--- src/rtl/fir_dac_tx.sv ---
// fir_dac_tx: serializes one filtered sample per frame into a 16-bit
// MCP49x1-style SPI write frame (mode 0, MSB first), then strobes LDAC.
// Optional build macro: FIR_DAC_SIGNED_EN -- when defined, sample_in is two's
// complement and is converted to offset binary before framing; when undefined,
// sample_in is unsigned and passes through unchanged.
module fir_dac_tx #(
  parameter int          WIDTH   = 10,
  parameter int          CLK_DIV = 4,
  parameter logic [3:0]  CONFIG  = 4'b0111
) (
  input  logic             clock,
  input  logic             reset,
  input  logic [WIDTH-1:0] sample_in,
  input  logic             sample_valid,
  output logic             sample_ready,
  output logic             dac_cs_n,
  output logic             dac_sclk,
  output logic             dac_mosi,
  output logic             dac_ldac_n,
  output logic             busy
);

  localparam int              DIV_W    = $clog2(CLK_DIV + 1);
  localparam logic [DIV_W-1:0] DIV_LAST = DIV_W'(CLK_DIV - 1);

  typedef enum logic [1:0] {
    S_IDLE  = 2'd0,
    S_SHIFT = 2'd1,
    S_GAP   = 2'd2,
    S_LDAC  = 2'd3
  } state_t;

  state_t           r_state, w_state_nxt;
  logic [DIV_W-1:0] r_div, w_div_nxt;
  logic [3:0]       r_bit, w_bit_nxt;
  logic             r_sclk, w_sclk_nxt;
  logic             r_cs_n, w_cs_n_nxt;
  logic             r_mosi, w_mosi_nxt;
  logic             r_ldac_n, w_ldac_n_nxt;
  logic             r_ready, w_ready_nxt;
  logic [15:0]      r_shift, w_shift_nxt;

  logic             w_accept;
  logic             w_div_end;
  logic [15:0]      w_frame;

  // Left-justify the sample into the 12-bit DAC data field; in the signed
  // build the MSB flip turns two's complement into offset binary so that the
  // most negative input lands on code 0 and zero lands on mid-scale.
  function automatic logic [11:0] frame_payload(input logic [WIDTH-1:0] s);
    logic [WIDTH-1:0] v;
    v = s;
`ifdef FIR_DAC_SIGNED_EN
    v[WIDTH-1] = ~s[WIDTH-1];
`endif
    return 12'(v) << (12 - WIDTH);
  endfunction

  assign w_accept  = r_ready & sample_valid;
  assign w_div_end = (r_div == DIV_LAST);
  assign w_frame   = {CONFIG, frame_payload(sample_in)};

  // Next-state and next-output logic for the frame sequencer
  always_comb begin
    w_state_nxt  = r_state;
    w_div_nxt    = r_div;
    w_bit_nxt    = r_bit;
    w_sclk_nxt   = r_sclk;
    w_cs_n_nxt   = r_cs_n;
    w_mosi_nxt   = r_mosi;
    w_ldac_n_nxt = r_ldac_n;
    w_ready_nxt  = r_ready;
    w_shift_nxt  = r_shift;
    case (r_state)
      S_IDLE: begin
        w_div_nxt = '0;
        if (w_accept) begin
          w_state_nxt = S_SHIFT;
          w_cs_n_nxt  = 1'b0;
          w_ready_nxt = 1'b0;
          w_sclk_nxt  = 1'b0;
          w_bit_nxt   = 4'd0;
          w_mosi_nxt  = w_frame[15];
          w_shift_nxt = {w_frame[14:0], 1'b0};
        end
      end
      S_SHIFT: begin
        if (w_div_end) begin
          w_div_nxt = '0;
          if (!r_sclk) begin
            w_sclk_nxt = 1'b1;
          end else begin
            w_sclk_nxt = 1'b0;
            if (r_bit == 4'd15) begin
              // Last high phase done: drop the frame and deselect the DAC.
              w_state_nxt = S_GAP;
              w_cs_n_nxt  = 1'b1;
              w_bit_nxt   = 4'd0;
              w_mosi_nxt  = 1'b0;
            end else begin
              // Falling edge: present the next bit for the next rising edge.
              w_bit_nxt   = r_bit + 4'd1;
              w_mosi_nxt  = r_shift[15];
              w_shift_nxt = {r_shift[14:0], 1'b0};
            end
          end
        end else begin
          w_div_nxt = r_div + 1'b1;
        end
      end
      S_GAP: begin
        if (w_div_end) begin
          w_div_nxt    = '0;
          w_state_nxt  = S_LDAC;
          w_ldac_n_nxt = 1'b0;
        end else begin
          w_div_nxt = r_div + 1'b1;
        end
      end
      S_LDAC: begin
        if (w_div_end) begin
          w_div_nxt    = '0;
          w_state_nxt  = S_IDLE;
          w_ldac_n_nxt = 1'b1;
          w_ready_nxt  = 1'b1;
        end else begin
          w_div_nxt = r_div + 1'b1;
        end
      end
      default: begin
        w_state_nxt  = S_IDLE;
        w_div_nxt    = '0;
        w_bit_nxt    = 4'd0;
        w_sclk_nxt   = 1'b0;
        w_cs_n_nxt   = 1'b1;
        w_mosi_nxt   = 1'b0;
        w_ldac_n_nxt = 1'b1;
        w_ready_nxt  = 1'b1;
      end
    endcase
  end

  // State register; reset aborts any frame in progress immediately
  always_ff @(posedge clock or posedge reset) begin
    if (reset) begin
      r_state <= S_IDLE;
    end else begin
      r_state <= w_state_nxt;
    end
  end

  // Control counters and pin-driving flops (outputs come straight from here)
  always_ff @(posedge clock or posedge reset) begin
    if (reset) begin
      r_div    <= '0;
      r_bit    <= 4'd0;
      r_sclk   <= 1'b0;
      r_cs_n   <= 1'b1;
      r_mosi   <= 1'b0;
      r_ldac_n <= 1'b1;
      r_ready  <= 1'b1;
    end else begin
      r_div    <= w_div_nxt;
      r_bit    <= w_bit_nxt;
      r_sclk   <= w_sclk_nxt;
      r_cs_n   <= w_cs_n_nxt;
      r_mosi   <= w_mosi_nxt;
      r_ldac_n <= w_ldac_n_nxt;
      r_ready  <= w_ready_nxt;
    end
  end

  // Frame shift register: pure data, reloaded on every acceptance
  always_ff @(posedge clock) begin
    r_shift <= w_shift_nxt;
  end

  assign sample_ready = r_ready;
  assign dac_cs_n     = r_cs_n;
  assign dac_sclk     = r_sclk;
  assign dac_mosi     = r_mosi;
  assign dac_ldac_n   = r_ldac_n;
  assign busy         = (r_state != S_IDLE);

endmodule

--- config.mk ---
export PLATFORM = sky130hd
export DESIGN_NAME = fir_dac_tx
export DESIGN_NICKNAME = d
export VERILOG_FILES = /design/src/rtl/fir_dac_tx.sv
export SDC_FILE = /design/constraint.sdc
export NUM_CORES = 1
export LEC_CHECK = 0
export CORE_ASPECT_RATIO = 0.9
export CORE_UTILIZATION = 40
export CTS_CLUSTER_SIZE = 24
export DETAILED_ROUTE_END_ITERATION = 7
export HOLD_SLACK_MARGIN = 0.08
export SYNTH_ARGS = -nofsm -noshare
export SYNTH_HDL_FRONTEND = slang
export SYNTH_SLANG_ARGS = --single-unit
export TNS_END_PERCENT = 10
--- constraint.sdc ---
create_clock -name clock -period 3.6 [get_ports clock]
set_input_delay 0.54 -clock clock [delete_from_list [all_inputs] [get_ports clock]]
set_output_delay 0.54 -clock clock [all_outputs]
set_load 0.05 [all_outputs]
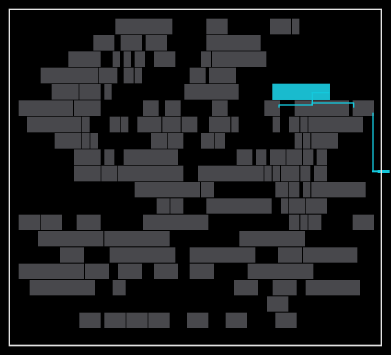
Figure 1: run 1, port wiring.
Scale: 6 px per um.
| colour | port | bits | direction | edge | end cells | wire |
|---|---|---|---|---|---|---|
| cyan | dac_cs_n | 1 | output | right | 1 | 29.0 um |

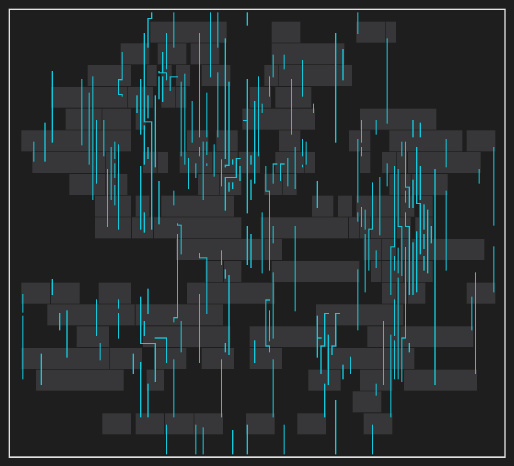
Figure 2: run 1, the metal 2 layer.
Scale: 8 px per um. Cells faint in the background.
longest straight run: 26.9 um
nets with wire on the layer: 118
share of all routed wire: 49%
final routed wirelength across all metal layers: 2040 um
met2 layer usage reported by global route: 0.218
vias: 809

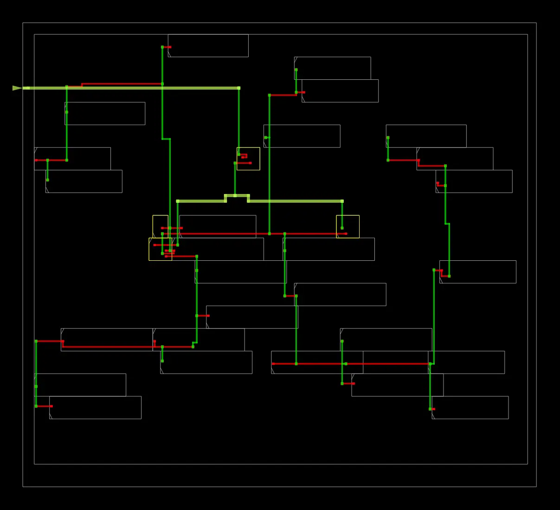
Figure 3: run 1, the clock network.
latest clock arrival within the worst-skew pair: 0.33 ns
count of flip-flops and latches: 27
Sink Count: 27

==> PnR_summary.wiki, run 1 <==
=== Physical design figures ===
{| class="wikitable"
! Metric !! Value
|-
| Run status || finished clean
|-
| Number of max-capacitance violations reported || 0
|-
| Slowest cell on crit path || clkdlybuf4s50_1
|-
| Number of setup violations in the final report || 0
|-
| Highest metal used || met3
|-
| Tapcell Cnt || 42
|-
| Largest fanout on the critical path || 8
|-
| CTS clock-pin slew for the worst setup and hold paths || roughly 0.15 ns
|-
| Flip-flop count of the largest register, all copies and words added || 13
|-
| Met1 wire length || 969 um
|-
| Async SR Flop Fraction || 0.519
|-
| Post-synthesis sequential area ratio || 0.579
|-
| Critical Setup Path Class || reg -> out
|-
| Post-route setup TNS || 0 ns
|-
| Post-route cell area || 0.00153 mm^2
|-
| Metal3 WL || 72 um
|-
| Critical Path Source || r_state[0]$_DFFE_PP0P_
|-
| Clk network pwr share || 0.281
|-
| Library cell with the largest summed area after synthesis || edfxtp_1
|-
| Effective utilization at floorplan || 0.419
|-
| Cells resized by post-CTS repair || 0
|-
| Core area || 0.00307 mm^2
|-
| Fraction of the core area covered by cells at the end of the flow || 0.500
|-
| Antenna fix cells || 0
|-
| Clock tree from TritonCTS || yes
|-
| Top class by area || flip-flops and latches
|-
| Max rail drop VDD || 0.178 mV
|-
| Top-level I/O count || 19
|-
| Data required, critical path || 3.06 ns
|-
| Most instantiated flip-flop cell in the synthesis netlist || edfxtp_1
|-
| Hold crit path type || reg -> reg
|-
| CP Data Arrival Time || about 2.0 ns
|-
| Largest power group || registers
|-
| Leading cell type in the layout, fill and taps excluded || clkdlybuf4s50_1
|-
| Register-to-Register Path Depth || 6
|-
| Cell Count Post-Placement || 160
|-
| Yosys cell types || 33
|-
| Share of final-layout standard cells stronger than drive strength 1 || 0.164
|-
| Number of enable-type register cells in the synthesized netlist || 13
|-
| Critical hold path startpoint || r_div[0]$_DFF_PP0_
|-
| Detailed router's first-iteration violation count || between 40 and 50
|-
| Pwr Density || ~310 mW/mm^2
|-
| Amount of wire on met2 after detailed routing || 1000 um
|-
| Post-Syn Area || roughly 0.0013 mm^2
|-
| R2r endpoint || r_shift[3]$_SDFFCE_PP0P_
|-
| Die height || approximately 56 um
|-
| Final number of hold-violating endpoints || 0
|-
| DRC errors left || 0
|-
| Max frequency || 389 MHz
|-
| Pre-CTS WS || slightly above 1 ns
|-
| Minimum hold slack || ~0.46 ns
|-
| Post-DRT Antenna Nets || 0
|-
| Synthesized-area fraction occupied by xor and xnor cells || 0
|-
| Clock buffer count from CTS || 3
|-
| Most frequent cell after synthesis || edfxtp_1
|-
| Number of setup buffers added after CTS || 0
|-
| Clock-cell share of area || 0.0180
|-
| Most instantiated logic cells after routing || 18 x clkdlybuf4s50_1, 13 x edfxtp_1, 11 x dfrtp_1
|-
| Area occupied by multi-input gates || 494 um^2
|-
| Final worst clock skew || 0.0129 ns
|-
| Post-synth area hogs || edfxtp_1 30%, dfrtp_1 21%, mux2_2 7.9%
|-
| Net Count, Synth || 122
|-
| Hold Path End || r_div[0]$_DFF_PP0_
|-
| First-pass GRT wire length || 3530 um
|-
| Fraction of standard cell area that is sequential || 0.486
|-
| Final clock period utilization by the worst path || 0.715
|-
| Largest type area fraction || 0.304
|-
| Final critical-path setup slack || 1.03 ns
|-
| Max-slew headroom at the worst pin || 0.470
|-
| Post-synthesis simple-gate area fraction || 0.131
|-
| Chip Area || 0.00345 mm^2
|-
| Sequential power || 0.321 mW
|-
| Library cell appearing most often on the critical path || inv_1
|-
| Non-filler cells, final || 164
|-
| Proportion of power drawn by combinational gates || 0.035
|-
| Non-clock buffer instance count of the final layout || 19
|-
| Horizontal die dimension || 61.8 um
|-
| Post-synthesis cell count from yosys || 102
|-
| Setup repair after global routing missed its margin || false
|-
| CP Buf/Inv Count || 3
|}
==> inputs of run 2 (changes only) <==
==> constraint.sdc (replaced) <==
create_clock -name clock -period 2.1 [get_ports clock]
set_input_delay 0.315 -clock clock [delete_from_list [all_inputs] [get_ports clock]]
set_output_delay 0.315 -clock clock [all_outputs]
set_load 0.05 [all_outputs]
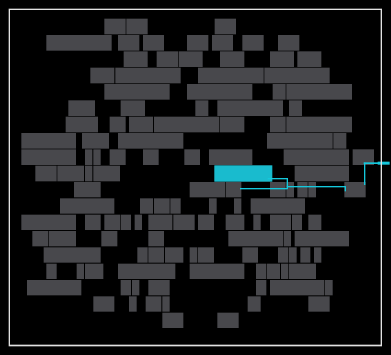
Figure 4: run 2, port wiring.
Scale: 6 px per um.
| colour | port | bits | direction | edge | end cells | wire |
|---|---|---|---|---|---|---|
| cyan | dac_cs_n | 1 | output | right | 1 | 28.7 um |

==> PnR_summary.wiki, run 2 <==
=== Physical design figures ===
{| class="wikitable"
! Metric !! Value
|-
| Setup repair after global routing missed its margin || false
|-
| Sequential power || 0.551 mW (+72%)
|-
| Post-detailed-route via-to-cell ratio || 4.83
|-
| Post-synthesis cell count from yosys || 102 (unchanged)
|-
| R2r endpoint || r_bit[3]$_DFFE_PP0P_
|-
| Final clock period utilization by the worst path || 0.966
|-
| Post-synthesis simple-gate area fraction || 0.131 (unchanged)
|-
| Post-synthesis sequential area ratio || 0.579 (unchanged)
|-
| Number of setup buffers added after CTS || 0 (unchanged)
|-
| Pwr Density || 508 mW/mm^2 (+66%)
|-
| Max-slew headroom at the worst pin || 0.649 (+0.179)
|-
| Flip-flop count of the largest register, all copies and words added || 13 (unchanged)
|-
| Post-route setup TNS || 0 ns (unchanged)
|-
| Fraction of the core area covered by cells at the end of the flow || 0.517 (+0.0175)
|-
| Data required, critical path || 1.78 ns (-1.28 ns)
|-
| Critical Setup Path Class || reg -> out
|-
| Die height || 55.8 um (unchanged)
|-
| Top class by area || flip-flops and latches
|-
| Met1 wire length || 1040 um (+6.9%)
|-
| Async SR Flop Fraction || 0.519 (unchanged)
|-
| Final critical-path setup slack || 0.0724 ns (-0.954 ns)
|-
| Post-DRT Antenna Nets || 0 (unchanged)
|-
| Most frequent cell after synthesis || edfxtp_1
|-
| Number of max-capacitance violations reported || 0 (unchanged)
|-
| Cells resized by post-CTS repair || 0 (unchanged)
|-
| Synth Area in Compound Gates || 0.0866
|-
| Leading cell type in the layout, fill and taps excluded || clkdlybuf4s50_1
|-
| Slowest cell on crit path || clkdlybuf4s50_1
|-
| Final worst clock skew || 0.00771 ns (-0.00521 ns)
|-
| Clock tree from TritonCTS || yes
|-
| Most instantiated flip-flop cell in the synthesis netlist || edfxtp_1
|-
| DRC errors left || 0 (unchanged)
|-
| Horizontal die dimension || 61.8 um (unchanged)
|-
| CP Buf/Inv Count || 1 (-2)
|-
| Sink Count || 27 (unchanged)
|-
| Latest clock arrival within the worst-skew pair || 0.33 ns (about the same)
|-
| Clock-cell share of area || 0.0189 (+0.000968)
|-
| Proportion of power drawn by combinational gates || 0.035 (about the same)
|-
| Highest metal used || met4
|-
| Total global routing track utilization || 0.140
|-
| Hold crit path type || in -> async
|-
| Max frequency || between 400 and 500 MHz
|-
| Antenna fix cells || 0 (unchanged)
|-
| Post-route cell area || 0.00159 mm^2 (+3.5%)
|-
| Final number of hold-violating endpoints || 0 (unchanged)
|-
| Overflow left after global routing || 0
|-
| Library cell with the largest summed area after synthesis || edfxtp_1
|-
| Signed area change from the synthesized netlist to the final layout || 23.3%
|-
| Non-clock buffer instance count of the final layout || 23 (+4)
|-
| Core area || 0.00307 mm^2 (unchanged)
|-
| Minimum hold slack || 0.296 ns (-0.165 ns)
|-
| Clock buffer count from CTS || 3 (unchanged)
|-
| Total of warnings raised by yosys || 0
|-
| Final routed wirelength across all metal layers || 2070 um (+1.3%)
|-
| Post-synth area hogs || edfxtp_1 30%, dfrtp_1 21%, mux2_2 7.9%
|-
| Largest power group || registers
|-
| Net Count, Synth || 122 (unchanged)
|-
| Most instantiated logic cells after routing || 17 x clkdlybuf4s50_1, 13 x edfxtp_1, 11 x dfrtp_1
|-
| Register-to-Register Path Depth || 7 (+1)
|-
| Amount of wire on met2 after detailed routing || 961 um (-4.2%)
|-
| First-pass GRT wire length || 3570 um (+1.2%)
|-
| Area occupied by multi-input gates || 505 um^2 (+2.3%)
|-
| CP Data Arrival Time || 1.71 ns (-0.32 ns)
|-
| Number of enable-type register cells in the synthesized netlist || 13 (unchanged)
|-
| Chip Area || 0.00345 mm^2 (unchanged)
|-
| Run status || finished clean
|-
| Cell Count Post-Placement || 164 (+2.5%)
|-
| Non-filler cells, final || 168 (+2.4%)
|}
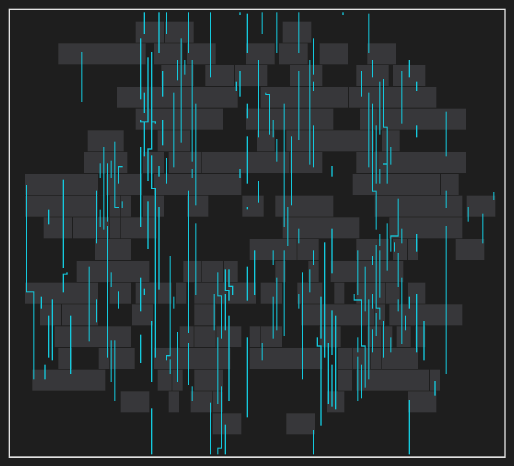
Figure 5: run 2, the metal 2 layer.
Scale: 8 px per um. Cells faint in the background.
main direction: vertical
longest straight run: 21.1 um
nets with wire on the layer: 126
wire length on this layer: 962 um
share of all routed wire: 46%
met2 layer usage reported by global route: 0.214
vias: 811

==> inputs of run 3 (changes only) <==
--- a/config.mk
+++ b/config.mk
@@ -10,6 +10,7 @@
 export CTS_CLUSTER_SIZE = 24
 export DETAILED_ROUTE_END_ITERATION = 7
 export HOLD_SLACK_MARGIN = 0.08
+export SETUP_SLACK_MARGIN = 0.15
 export SYNTH_ARGS = -nofsm -noshare
 export SYNTH_HDL_FRONTEND = slang
 export SYNTH_SLANG_ARGS = --single-unit
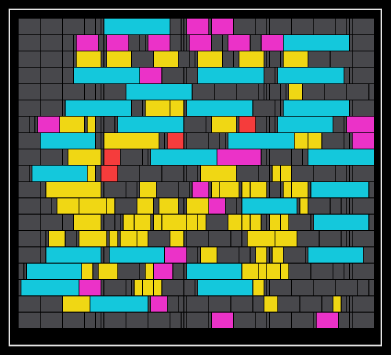
Figure 6: run 3, placed cells, one colour a class.
Scale: 6 px per um. Fill, decap, tap and diode cells in grey.
| colour | class | cells | share of their area |
|---|---|---|---|
| red | clock drivers and dummy loads | 4 | 1.9% |
| magenta | other buffers and delay cells | 21 | 14% |
| yellow | all other logic | 72 | 36% |
| cyan | flip-flops | 27 | 48% |
fraction of standard cell area that is sequential: 0.466
post-route cell area: 0.00160 mm^2
fraction of the core area covered by cells at the end of the flow: 0.521

==> PnR_summary.wiki, run 3 <==
=== Physical design figures ===
{| class="wikitable"
! Metric !! Value
|-
| Run status || finished clean
|-
| Power dissipated by switching net loads || approximately 0.16 mW
|-
| R2r endpoint || r_bit[3]$_DFFE_PP0P_
|-
| Clock buffer count from CTS || 3 (unchanged)
|-
| Most instantiated logic cells after routing || 15 x clkdlybuf4s50_1, 13 x edfxtp_1, 11 x dfrtp_1
|-
| Clock tree from TritonCTS || yes
|-
| Highest metal used || met4
|-
| Horizontal die dimension || 61.8 um (unchanged)
|-
| Final number of hold-violating endpoints || 0 (unchanged)
|-
| Cell Count Post-Placement || 162 (-1.2%)
|-
| Total global routing track utilization || 0.141 (+0.000814)
|-
| Proportion of power drawn by combinational gates || 0.035 (about the same)
|-
| Net Count, Synth || 122 (unchanged)
|-
| Clk network pwr share || 0.280
|-
| Post-DRT Antenna Nets || 0 (unchanged)
|-
| Overflow left after global routing || 0 (unchanged)
|-
| Minimum hold slack || 0.307 ns (+0.0114 ns)
|-
| Number of setup buffers added after CTS || 0 (unchanged)
|-
| Pwr Density || 503 mW/mm^2 (-1.0%)
|-
| Top class by area || flip-flops and latches
|-
| Non-clock buffer instance count of the final layout || 21 (-8.7%)
|-
| Area occupied by multi-input gates || 531 um^2 (+5.0%)
|-
| Amount of wire on met2 after detailed routing || 1050 um (+8.7%)
|-
| Reg-to-Reg Start || r_state[1]$_DFFE_PP0P_
|-
| Antenna fix cells || 0 (unchanged)
|-
| Lkg Pwr || roughly 0.64 nW
|-
| CP Buf/Inv Count || 1 (unchanged)
|-
| Post-synthesis sequential area ratio || 0.579 (unchanged)
|-
| Share of cell area taken by multi-input logic gates || 0.332
|-
| Setup repair after global routing missed its margin || true
|-
| Met2 layer usage reported by global route || 0.217 (+0.00307)
|-
| DRC errors left || 0 (unchanged)
|-
| Post-synthesis cell count from yosys || 102 (unchanged)
|-
| Final worst clock skew || 0.00794 ns (+0.000232 ns)
|-
| Library cell with the largest summed area after synthesis || edfxtp_1
|-
| Max frequency || 505 MHz (+2.4%)
|-
| Met1 wire length || 1050 um (+1.3%)
|-
| Final critical-path setup slack || 0.121 ns (+0.0482 ns)
|-
| Most instantiated flip-flop cell in the synthesis netlist || edfxtp_1
|-
| Total of warnings raised by yosys || 0 (unchanged)
|-
| Leading cell type in the layout, fill and taps excluded || clkdlybuf4s50_1
|-
| Slowest cell on crit path || clkdlybuf4s50_1
|-
| Cells resized by post-CTS repair || 1 (+1)
|-
| Async SR Flop Fraction || 0.519 (unchanged)
|-
| Clock-cell share of area || 0.0188 (-0.000133)
|-
| Latest clock arrival within the worst-skew pair || 0.32 ns (about the same)
|-
| CP Data Arrival Time || 1.66 ns (-0.05 ns)
|-
| Hold crit path type || in -> async
|-
| Final clock period utilization by the worst path || 0.943 (-0.0229)
|-
| Max-slew headroom at the worst pin || 0.642 (-0.00614)
|-
| Most frequent cell after synthesis || edfxtp_1
|-
| Data required, critical path || 1.78 ns (about the same)
|-
| Final routed wirelength across all metal layers || 2140 um (+3.5%)
|-
| First-pass GRT wire length || 3590 um (+0.76%)
|-
| Standard-cell row count || 19
|-
| Post-route setup TNS || 0 ns (unchanged)
|-
| Vias || 804 (-0.86%)
|-
| Number of max-capacitance violations reported || 0 (unchanged)
|-
| Flip-flop count of the largest register, all copies and words added || 13 (unchanged)
|-
| Chip Area || 0.00345 mm^2 (unchanged)
|-
| Sink Count || 27 (unchanged)
|-
| Largest power group || registers
|-
| Ordered cell list for the critical path || clkdlybuf4s50_1
|-
| Post-detailed-route via-to-cell ratio || 4.84 (+0.33%)
|-
| Post-synth area hogs || edfxtp_1 30%, dfrtp_1 21%, mux2_2 7.9%
|-
| Sequential power || 0.551 mW (about the same)
|-
| Signed area change from the synthesized netlist to the final layout || 24.2%
|-
| Critical Setup Path Class || reg -> out
|}
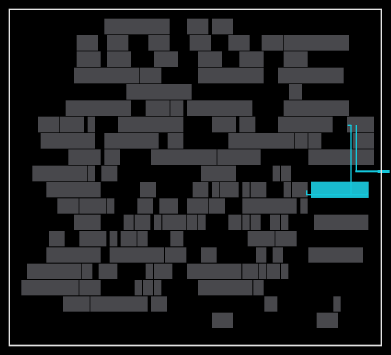
Figure 7: run 3, port wiring.
Scale: 6 px per um.
| colour | port | bits | direction | edge | end cells | wire |
|---|---|---|---|---|---|---|
| cyan | dac_cs_n | 1 | output | right | 1 | 34.3 um |
top-level I/O count: 19
count of buffers from port buffering: 18

Power figures rest on the tool's default switching activity, not on a simulated workload.
